### config.mk
export PLATFORM = sky130hd
export DESIGN_NAME = instr_encoder_flat
export DESIGN_NICKNAME = d
export VERILOG_FILES = /design/src/rtl/instr_encoder_if.sv /design/src/rtl/instr_encoder.sv /design/src/flat_wrapper.sv
export SDC_FILE = /design/constraint.sdc
export NUM_CORES = 1
export LEC_CHECK = 0
export ABC_CLOCK_PERIOD_IN_PS = 2500
export CORE_UTILIZATION = 46
export CTS_CLUSTER_SIZE = 14
export DETAILED_ROUTE_END_ITERATION = 10
export HOLD_SLACK_MARGIN = 0.02
export PLACE_DENSITY = 0.86
export SLEW_MARGIN = 20
export SYNTH_ARGS = -nofsm -noshare
export SYNTH_HDL_FRONTEND = slang
export SYNTH_SLANG_ARGS = --single-unit
export TNS_END_PERCENT = 1
### constraint.sdc
create_clock -name clk -period 2.5 [get_ports clk]
set_input_delay 0.5 -clock clk [delete_from_list [all_inputs] [get_ports clk]]
set_output_delay 0.5 -clock clk [all_outputs]
set_load 0.02 [all_outputs]
### src/rtl/instr_encoder_if.sv
// Symbolic-instruction handshake bundle feeding the program loader.
// master drives fields and valid; slave returns ready.
interface instr_encoder_if;
  logic        in_valid;
  logic        in_ready;
  logic [3:0]  in_op;
  logic [4:0]  in_rs;
  logic [4:0]  in_rt;
  logic [4:0]  in_rd;
  logic [15:0] in_imm;
  logic [25:0] in_target;

  modport master (
    output in_valid, in_op, in_rs, in_rt,
    output in_rd, in_imm, in_target,
    input  in_ready
  );

  modport slave (
    input  in_valid, in_op, in_rs, in_rt,
    input  in_rd, in_imm, in_target,
    output in_ready
  );
endinterface

### src/rtl/instr_encoder.sv
// Packs symbolic instructions into MIPS words and streams them
// into instruction memory, one word every two cycles.
module instr_encoder #(
  parameter int ADDR_W = 8
) (
  input  logic              clk,
  input  logic              rst_n,
  input  logic              clear,
  instr_encoder_if.slave    bus,
  output logic              imem_we,
  output logic [ADDR_W-1:0] imem_addr,
  output logic [31:0]       imem_wdata,
  output logic [ADDR_W:0]   count,
  output logic              full,
  output logic              err_op
);

  typedef enum logic {IDLE, WRITE} state_t;

  localparam logic [ADDR_W:0] ONE = 1;

  state_t            state_q, state_d;
  logic [ADDR_W:0]   count_q, count_d;
  logic [ADDR_W-1:0] addr_q, addr_d;
  logic [31:0]       wdata_q, wdata_d;
  logic              err_q, err_d;
  logic              ready, hs, legal;
  logic [31:0]       enc;

  assign full       = count_q[ADDR_W];
  assign ready      = rst_n && (state_q == IDLE)
                      && !full && !clear;
  assign hs         = bus.in_valid && ready;
  assign bus.in_ready = ready;
  assign imem_we    = (state_q == WRITE);
  assign imem_addr  = addr_q;
  assign imem_wdata = wdata_q;
  assign count      = count_q;
  assign err_op     = err_q;

  always_comb begin
    legal = 1'b1;
    enc   = '0;
    unique case (bus.in_op)
      4'd0: enc = {6'b000000, bus.in_rs, bus.in_rt,
                   bus.in_rd, 5'b0, 6'b100000};
      4'd1: enc = {6'b000000, bus.in_rs, bus.in_rt,
                   bus.in_rd, 5'b0, 6'b100010};
      4'd2: enc = {6'b000000, bus.in_rs, bus.in_rt,
                   bus.in_rd, 5'b0, 6'b100100};
      4'd3: enc = {6'b000000, bus.in_rs, bus.in_rt,
                   bus.in_rd, 5'b0, 6'b100101};
      4'd4: enc = {6'b000000, bus.in_rs, bus.in_rt,
                   bus.in_rd, 5'b0, 6'b101010};
      4'd5: enc = {6'b001101, bus.in_rs, bus.in_rt,
                   bus.in_imm};
      4'd6: enc = {6'b100011, bus.in_rs, bus.in_rt,
                   bus.in_imm};
      4'd7: enc = {6'b101011, bus.in_rs, bus.in_rt,
                   bus.in_imm};
      4'd8: enc = {6'b000100, bus.in_rs, bus.in_rt,
                   bus.in_imm};
      4'd9: enc = {6'b000010, bus.in_target};
      default: legal = 1'b0;
    endcase
  end

  always_comb begin
    state_d = state_q;
    count_d = count_q;
    addr_d  = addr_q;
    wdata_d = wdata_q;
    err_d   = err_q;
    unique case (state_q)
      IDLE: begin
        if (clear) begin
          count_d = '0;
          err_d   = 1'b0;
        end else if (hs) begin
          if (legal) begin
            addr_d  = count_q[ADDR_W-1:0];
            wdata_d = enc;
            state_d = WRITE;
          end else begin
            err_d = 1'b1;
          end
        end
      end
      WRITE: begin
        state_d = IDLE;
        // clear still lets the pending write land
        if (clear) begin
          count_d = '0;
          err_d   = 1'b0;
        end else begin
          count_d = count_q + ONE;
        end
      end
      default: state_d = IDLE;
    endcase
  end

  always_ff @(posedge clk or negedge rst_n) begin
    if (!rst_n) begin
      state_q <= IDLE;
      count_q <= '0;
      addr_q  <= '0;
      wdata_q <= '0;
      err_q   <= 1'b0;
    end else begin
      state_q <= state_d;
      count_q <= count_d;
      addr_q  <= addr_d;
      wdata_q <= wdata_d;
      err_q   <= err_d;
    end
  end

endmodule

### src/flat_wrapper.sv
// flat-port wrapper written by rule: the top's interface ports become plain ports
module instr_encoder_flat 
#(
  parameter int ADDR_W = 8
)
  (clk, rst_n, clear, imem_we, imem_addr, imem_wdata, count, full, err_op, bus_in_valid, bus_in_op, bus_in_rs, bus_in_rt, bus_in_rd, bus_in_imm, bus_in_target, bus_in_ready);
  instr_encoder_if bus_i ();
  input  logic clk;
  input  logic rst_n;
  input  logic clear;
  output logic imem_we;
  output logic [ADDR_W-1:0] imem_addr;
  output logic [31:0] imem_wdata;
  output logic [ADDR_W:0] count;
  output logic full;
  output logic err_op;
  input wire logic [$bits(bus_i.in_valid)-1:0] bus_in_valid;
  input wire logic [$bits(bus_i.in_op)-1:0] bus_in_op;
  input wire logic [$bits(bus_i.in_rs)-1:0] bus_in_rs;
  input wire logic [$bits(bus_i.in_rt)-1:0] bus_in_rt;
  input wire logic [$bits(bus_i.in_rd)-1:0] bus_in_rd;
  input wire logic [$bits(bus_i.in_imm)-1:0] bus_in_imm;
  input wire logic [$bits(bus_i.in_target)-1:0] bus_in_target;
  output wire logic [$bits(bus_i.in_ready)-1:0] bus_in_ready;
  assign bus_i.in_valid = bus_in_valid;
  assign bus_i.in_op = bus_in_op;
  assign bus_i.in_rs = bus_in_rs;
  assign bus_i.in_rt = bus_in_rt;
  assign bus_i.in_rd = bus_in_rd;
  assign bus_i.in_imm = bus_in_imm;
  assign bus_i.in_target = bus_in_target;
  assign bus_in_ready = bus_i.in_ready;
  instr_encoder #(.ADDR_W(ADDR_W)) u_core (.clk(clk), .rst_n(rst_n), .clear(clear), .bus(bus_i), .imem_we(imem_we), .imem_addr(imem_addr), .imem_wdata(imem_wdata), .count(count), .full(full), .err_op(err_op));
endmodule
Run 1, power grid:
Scale bar: 20 µm. Pins as bars on the die edge. Tap cells in grey.
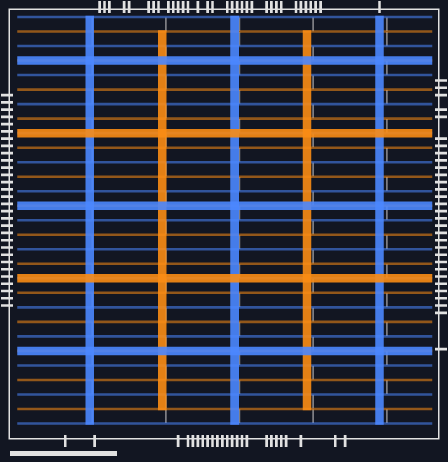
Key: orange = VDD; blue = VSS
5 straps on met5. 5 straps on met4.

Run 1, routed clock nets over the placement:
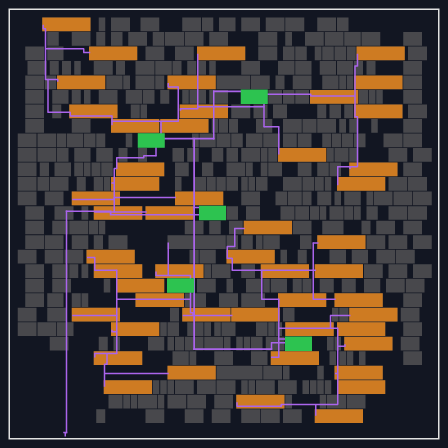
Key: purple = clock wires [length 599 µm]; green = cells driving clock nets [count 5]; orange = flip-flops [count 50]
There are 6 routed clock nets.

Run 1, signal wires by layer:
Scale bar: 20 µm. Two of the layers only.
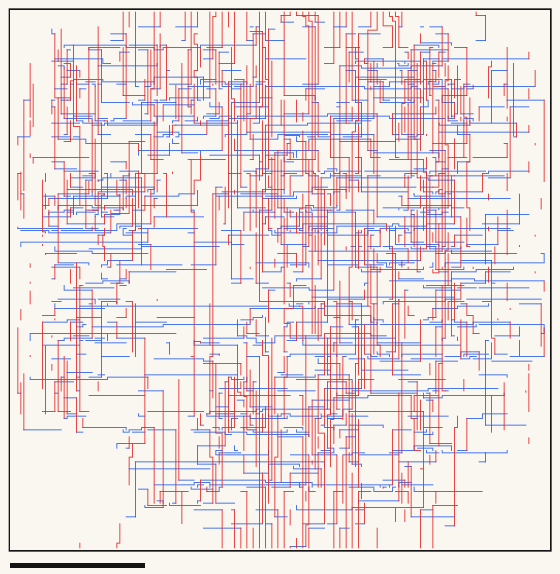
Key: blue = met1 [wire length 3280 µm]; red = met2 [wire length 3790 µm]
Final Routed Wirelength: 7730 µm
Vias: 2790
overall routing resource usage: 0.254

Run 1, cell placement:
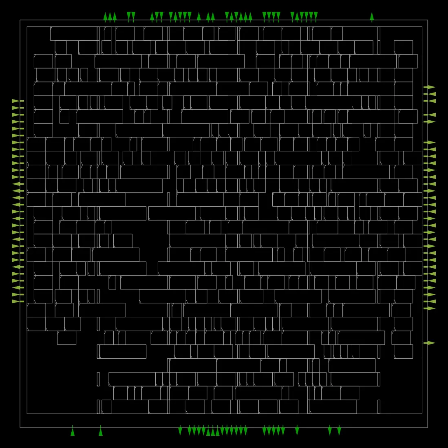
final core occ: 0.706
TAP cells: 75

==> job_summary.md, run 1 <==
## Implementation flow summary

| Metric | Value |
|---|---|
| Flop2flop setup slack | `570 ps` |
| CP endpoint kind | `output port` |
| Starting DRT DRC Count | `226` |
| Combinational group share of total power | `0.333` |
| Die ar. | `6430 µm²` |
| Status | `finished, final reports clean` |
| Tmin final | `2270 ps` |
| Synth warnings | `0` |
| Slew headroom | `0.586` |
| Max Slew Vio Count | `0` |
| Synth top cell by count | `nand2_1` |
| Worst min-delay path class | `in2async` |
| Crit Path Category | `in2out` |
| Die Y | `80.2 µm` |
| Ys async rst share | `1.00` |
| Row cnt | `28` |
| Post CTS Setup Buffer Count | `0` |
| Estimated wirelength of the detail-placed design | `5740 µm` |
| R2R depth | `5` |
| Worst slew pin tran | `621 ps` |
| Cell area after synthesis | `2810 µm²` |
| Synth cell count leaders | `nand2_1 (53), dfrtp_1 (50), a21oi_1 (22)` |
| Setup violators final | `0` |
| Die Wd | `80.2 µm` |
-- run 1: logic make-up (layout without fill, tap and decap cells) --
family,count (synthesis),in the layout,share of synthesized area
mux,15,15,0.0538
buf+inv,32,148,0.0538
fa+ha+maj,1,1,0.00445
simple gates,115,115,0.203
compound gates,95,95,0.220
other cells,1,1,0.00133
xor+xnor,6,6,0.0187
flops,50,50,0.445
-- run 1: flip-flops by register name, indices dropped and copies added (netlist names) --
signal	flops
u_core.err_op	1
u_core.imem_we	1
u_core.imem_addr	8
u_core.imem_wdata	31
u_core.count	9
-- run 1: metal layers --
metal | part of all wire | vias up | routed length [µm] | GRT usage
li1 | - | 1339 | - | -
met1 | 0.42 | 1311 | 3280 | 0.343
met2 | 0.49 | 125 | 3790 | 0.405
met3 | 0.067 | 15 | 516 | 0.0455
met4 | 0.019 | 0 | 150 | 0.0946
met5 | 0 | - | 0 | 0
-- run 1: layout by cell type (no fill, tap or decap), drive strengths merged, types with 2 or more instances in the layout --
master and instances:
a21oi 22, o22ai 2, nor2 17, inv 7, or3 3, a21o 2
xnor2 3, mux2i 14, dfrtp 50, buf 18, nand2 54, nor3 2
nand4 3, o21ai 28, clkbuf 5, nand2b 5, xor2 3, a31oi 6
and2 5, clkinv 2, clkdlybuf4s50 114, a2bb2oi 20, o22a 6, nor2b 15
a22o 2, or2 3, nand3 5
-- run 1: worst register-to-register path, stage by stage (launching register included) --
cell and delay (ps):
dfrtp_1 520, nor4b_4 430, buf_4 220, nand3_4 110, clkinv_2 190, mux2_2 350
-- run 1: cell type report --
class,instances,share of cell area
Clock buffer,5,0.0165
Clock inverter,3,0.0105
Inverter,7,0.00659
Multi-Input combinational cell,233,0.338
Sequential cell,50,0.299
Tap cell,75,0.0225
Timing Repair Buffer,133,0.307
-- run 1: timing repair --
item	CTS	global route
setup endpoints to repair	1	0
gates resized	1	0
hold buffers	0	0
-- run 1: worst max path at each step --
stage          slack [ps]  cells after the start                               end                     start
2_1_floorplan         560                      5  u_core.imem_wdata[1]$_DFFE_PN0P_  u_core.imem_we$_DFF_PN0_
3_3_place_gp          -30                      3                      bus_in_ready                     clear
3_5_place_dp          -50                      3                      bus_in_ready                     clear
4_1_cts               250                      3                      bus_in_ready                     clear
5_1_grt               220                      3                      bus_in_ready                     clear
6_report              230                      3                      bus_in_ready                     clear
-- run 1: power by group through the flow --
| stage | Clock (mW) | Sequential [mW] | Combinational, mW |
|---|---|---|---|
| finish | 0.584 | 0.988 | 0.786 |
| global route | 0.628 | 1.00 | 0.847 |
| CTS | 0.589 | 0.989 | 0.790 |
| detailed placement | 0 | 1.00 | 0.789 |
| global placement | 0 | 1.00 | 0.772 |
| floorplan | 0 | 1.13 | 0.235 |
-- run 1: per-stage QoR --
| step | TNS [ps] | worst slack (ps) | hold WS, ps | cell area, µm² |
|---|---|---|---|---|
| 2_1_floorplan | 0 | 561 | 204 | 2810 |
| 3_3_place_gp | -28.2 | -28.2 | 458 | 4070 |
| 3_5_place_dp | -45.2 | -45.2 | 468 | 4070 |
| 4_1_cts | 0 | 254 | 357 | 4180 |
| 5_1_grt | 0 | 223 | 389 | 4180 |
| 6_report | 0 | 226 | 333 | 4180 |
--- run 2 (diff from run 1) ---
--- a/config.mk
+++ b/config.mk
@@ -6,11 +6,11 @@
 export NUM_CORES = 1
 export LEC_CHECK = 0
 export ABC_CLOCK_PERIOD_IN_PS = 2500
-export CORE_UTILIZATION = 46
+export CORE_UTILIZATION = 35
 export CTS_CLUSTER_SIZE = 14
 export DETAILED_ROUTE_END_ITERATION = 10
 export HOLD_SLACK_MARGIN = 0.02
-export PLACE_DENSITY = 0.86
+export PLACE_DENSITY = 0.76
 export SLEW_MARGIN = 20
 export SYNTH_ARGS = -nofsm -noshare
 export SYNTH_HDL_FRONTEND = slang
Run 2, cell classes on the final placement:
Scale bar: 20 µm.
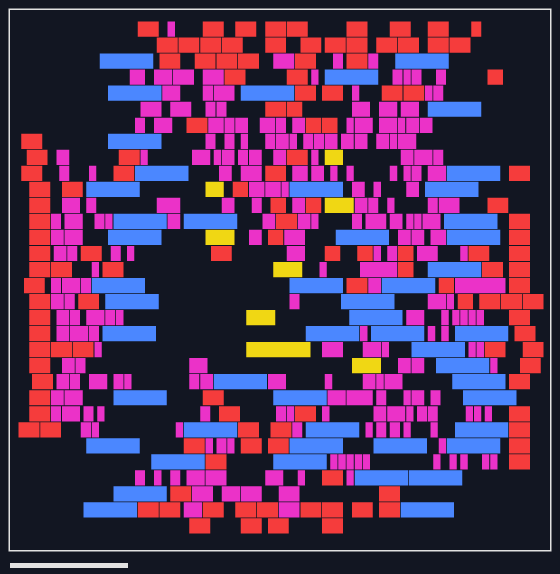
Key: blue = flops [cells 50]; magenta = all other logic [cells 240]; red = other buffers and delay cells [cells 130]; yellow = clock drivers and dummy loads [cells 8]
final design area excluding fillers: 4190 µm²
final core occ: 0.540
row cnt: 32
sequential share of cell area: 0.298

Run 2, signal wires by layer:
Scale bar: 20 µm. Two of the layers only.
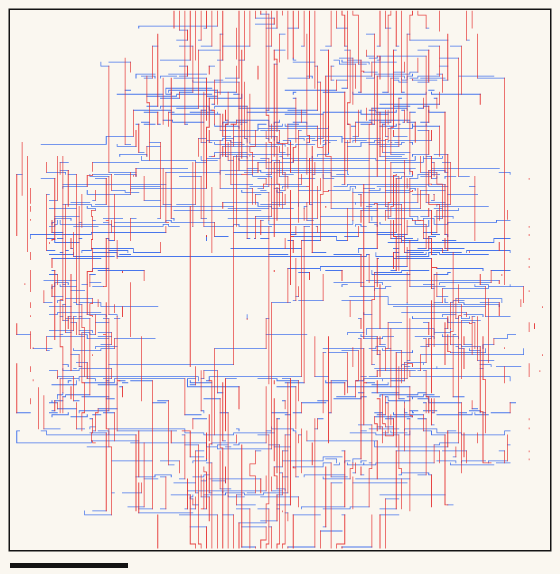
Key: blue = met1 [wire length 3330 µm]; red = met2 [wire length 3820 µm]

==> job_summary.md, run 2 <==
## Implementation flow summary

| Metric | Value |
|---|---|
| Reg clk slew, reported paths | `100 ps` |
| Die Y | `91.6 µm` |
| Status | `finished, final reports clean` |
| Synth unique cells | `46` |
| Flop2flop setup slack | `710 ps` |
| Final Routed Wirelength | `7750 µm` |
| Post-cts hold buffer count | `0` |
| Vias | `2696` |
| Slew headroom | `0.572` |
| Main flop type | `dfrtp_1` |
| Routed vias/inst | `5.09` |
| Max Slew Vio Count | `0` |
| Largest register FFs | `31` |
| Die Wd | `91.6 µm` |
| Die ar. | `8400 µm²` |
| Worst hold slack | `328 ps` |
| Critical path depth in cells | `3` |
| CP Data Required Time | `2000 ps` |
| Post CTS Setup Buffer Count | `0` |
| Estimated wirelength of the detail-placed design | `5750 µm` |
| Top cell excl fill/tap | `clkdlybuf4s50_1` |
| CTS Root Cell | `clkbuf_8` |
| Post_cts resized | `0` |
| R2R depth | `5` |
| Worst min-delay path class | `in2async` |
| Setup TNS | `0 ps` |
| Overall routing resource usage | `0.188` |
| GPL Wtd Cong | `0.789` |
| Setup violators final | `0` |
| Tmin final | `2420 ps` |
| Core footprint | `7770 µm²` |
| Worst slew pin tran | `642 ps` |
| Commonest cells after routing, fill and taps aside | `clkdlybuf4s50_1 (115), nand2_1 (53), dfrtp_1 (50)` |
| Crit Path Category | `in2out` |
| CTS tree | `done` |
| Cell area after synthesis | `2810 µm²` |
| Synth area leader | `dfrtp_1` |
| Starting DRT DRC Count | `60` |
| Synth warnings | `0` |
| Slowest CP cell | `clkdlybuf4s50_1` |
| Synth top cell by count | `nand2_1` |
| Critical Path Source | `clear` |
| Fp util | `0.362` |
| # diodes | `0` |
| Synth cell count leaders | `nand2_1 (53), dfrtp_1 (50), a21oi_1 (22)` |
| Ys async rst share | `1.00` |
| MaxCap Viol Count | `0` |
| Post-DP Area | `4080 µm²` |
| YS chip area | `2810 µm²` |
| Critical Path Sink | `bus_in_ready` |
[run 2: cell counts after synthesis]
No cell type changed its count.
[run 2: how the worst min path moves through the flow]
stage / startpoint / end / cells past startpoint
finish: rst_n / u_core.imem_wdata[12]$_DFFE_PN0P_ / 2
global route: rst_n / u_core.imem_addr[5]$_DFFE_PN0P_ / 2
CTS: rst_n / u_core.imem_wdata[18]$_DFFE_PN0P_ / 2
detailed placement: u_core.imem_addr[6]$_DFFE_PN0P_ / u_core.imem_addr[6]$_DFFE_PN0P_ / 2
global placement: u_core.imem_addr[2]$_DFFE_PN0P_ / u_core.imem_addr[2]$_DFFE_PN0P_ / 2
floorplan: rst_n / u_core.count[0]$_DFFE_PN0N_ / 0
[run 2: per-layer routing]
metal | track usage | vias to the layer above | wire [µm]
met5 | 0 | - | 0
li1 | - | 1329 | -
met1 | 0.232 | 1268 | 3330
met4 | 0.0714 | 0 | 204
met3 | 0.0415 | 21 | 388
met2 | 0.321 | 78 | 3820
[run 2: final cells by class]
class                      instances  area share
clock buffer                       5      0.0164
clock inverter                     3      0.0113
inverter                           7     0.00656
multi-input combinational        233       0.336
sequential                        50       0.298
tap                              102      0.0304
timing repair buffer             130       0.301
[run 2: cell families (layout without fill, tap and decap cells)]
group,count (synthesis),in the layout,share of synthesized area
DFF,50,50,0.445
adders and majority gates,1,1,0.00445
and+or+nand+nor,115,115,0.203
buffers and inverters,32,145,0.0538
AOI/OAI and AO/OA,95,95,0.220
other,1,1,0.00133
xor gates and xnor gates,6,6,0.0187
muxes,15,15,0.0538
[run 2: worst reg2reg max path: stages (launching register included)]
cell and delay (ps):
dfrtp_1 520, nor4b_4 320, buf_4 200, nand3_4 80
clkinv_2 200, mux2_2 370
[run 2: power by group]
group / leakage [nW] / switching [mW] / internal, mW / total [mW]
clock: 0.0591 / 0.295 / 0.306 / 0.601
sequential: 0.644 / 0.0710 / 0.918 / 0.989
combinational: 1.06 / 0.371 / 0.411 / 0.782
total: 1.76 / 0.737 / 1.64 / 2.37
[run 2: metrics by stage]
| step | instances | setup WS [ps] |
|---|---|---|
| after global routing | 530 | 26.3 |
| after floorplan | 315 | 561 |
| final | 530 | 78.3 |
| after global placement | 522 | 97.4 |
| after CTS | 530 | 78.0 |
| after detailed placement | 522 | 87.8 |
--- run 3 (diff from run 2) ---
--- a/config.mk
+++ b/config.mk
@@ -6,6 +6,7 @@
 export NUM_CORES = 1
 export LEC_CHECK = 0
 export ABC_CLOCK_PERIOD_IN_PS = 2500
+export CORE_ASPECT_RATIO = 1.4
 export CORE_UTILIZATION = 35
 export CTS_CLUSTER_SIZE = 14
 export DETAILED_ROUTE_END_ITERATION = 10
Run 3, signal wires by layer:
Scale bar: 20 µm. Two of the layers only.
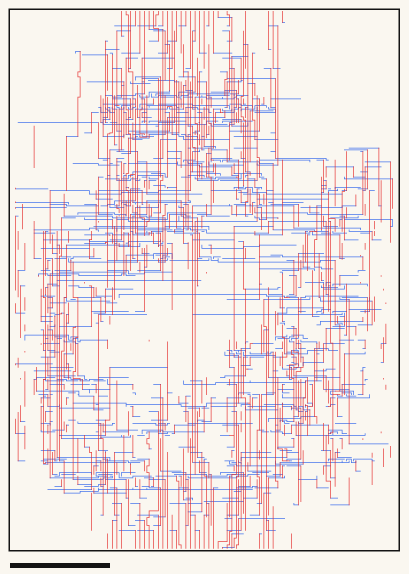
Key: blue = met1 [wire length 3190 µm]; red = met2 [wire length 4200 µm]

Run 3, cell classes on the final placement:
Scale bar: 20 µm.
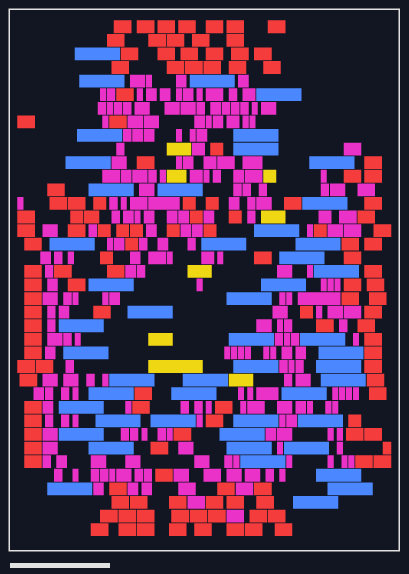
Key: blue = flops [cells 50]; red = other buffers and delay cells [cells 133]; magenta = all other logic [cells 240]; yellow = clock drivers and dummy loads [cells 8]

==> job_summary.md, run 3 <==
## Implementation flow summary

| Metric | Value |
|---|---|
| CP endpoint kind | `output port` |
| Post CTS Setup Buffer Count | `0` |
| Switching power | `0.739 mW` |
| Final Routed Wirelength | `7840 µm` |
| MaxCap Viol Count | `0` |
| Synth warnings | `0` |
| Max Slew Vio Count | `0` |
| R2R depth | `6` |
| Sequential share of power | `0.415` |
| Synth cell count leaders | `nand2_1 (53), dfrtp_1 (50), a21oi_1 (22)` |
| Flop2flop setup slack | `630 ps` |
| Critical Path Source | `clear` |
| Crit Path Category | `in2out` |
| Setup violators final | `0` |
| Worst slew pin tran | `632 ps` |
| Final core occ | `0.544` |
| Combinational group share of total power | `0.333` |
| GPL Wtd Cong | `0.779` |
| Vias | `2709` |
| Reg clk slew, reported paths | `100 ps` |
| Status | `finished, final reports clean` |
-- run 3: cell types whose count changed in the layout (fill, tap and decap cells not counted) --
cell / delta
clkdlybuf4s50_1: -1
inv_6: -2
clkinvlp_4: +1
dlygate4sd2_1: +1
buf_4: +3
inv_8: +1
-- run 3: worst max path at each step --
stage,to,slack (ps),cells past startpoint
3_3_place_gp,bus_in_ready,-60,3
3_5_place_dp,bus_in_ready,-30,3
2_1_floorplan,u_core.imem_wdata[1]$_DFFE_PN0P_,560,5
4_1_cts,bus_in_ready,250,3
5_1_grt,bus_in_ready,220,3
6_report,bus_in_ready,240,3
-- run 3: worst reg2reg max path, delay by kind of cell (launching register included) --
kind	cells	cell delay, ps
AND/OR/NAND/NOR	2	490
AND-OR/OR-AND	2	270
flip-flops	1	520
buffers and inverters	2	490
-- run 3: power groups by stage --
| stage | sequential (mW) | combinational [mW] | clock [mW] |
|---|---|---|---|
| floorplan | 1.13 | 0.235 | 0 |
| detailed placement | 1.00 | 0.795 | 0 |
| CTS | 0.988 | 0.798 | 0.610 |
| finish | 0.986 | 0.791 | 0.598 |
| global placement | 1.00 | 0.781 | 0 |
| global route | 1.00 | 0.848 | 0.642 |
-- run 3: repair_timing --
action / 4_1_cts / 5_1_grt
endpoints found under the hold margin: 0 / 0
gates resized: 1 / 0
setup endpoints to repair: 1 / 0
-- run 3: cell families after synthesis --
family,count (synthesis),share of synthesized area
AND-OR/OR-AND,95,0.220
XOR/XNOR,6,0.0187
adder cells (fa/ha/maj),1,0.00445
buffers and inverters,32,0.0538
flip-flops,50,0.445
multiplexers,15,0.0538
other,1,0.00133
AND/OR/NAND/NOR,115,0.203
-- run 3: layout make-up --
| type | instances | area [µm²] |
|---|---|---|
| clock buffer | 5 | 68.8 |
| multi-input combinational | 233 | 1410 |
| fill | 727 | 3540 |
| inverter | 7 | 27.5 |
| clock inverter | 3 | 48.8 |
| timing repair buffer | 133 | 1280 |
| tap | 100 | 125 |
| sequential | 50 | 1250 |
-- run 3: stage by stage --
stage / worst slack, ps / instances / setup TNS, ps
after global placement: -57.3 / 523 / -57.3
final: 235 / 531 / 0
after floorplan: 561 / 315 / 0
after global routing: 217 / 531 / 0
after detailed placement: -30.9 / 523 / -30.9
after CTS: 252 / 531 / 0
-- run 3: metal layers --
metal  track usage  part of all wire  up-vias
li1              -                 -     1330
met1         0.223              0.41     1290
met2         0.367              0.54       82
met3        0.0346             0.049        7
met4        0.0499            0.0091        0
met5             0                 0        -
Power and IR drop assume default switching activity.
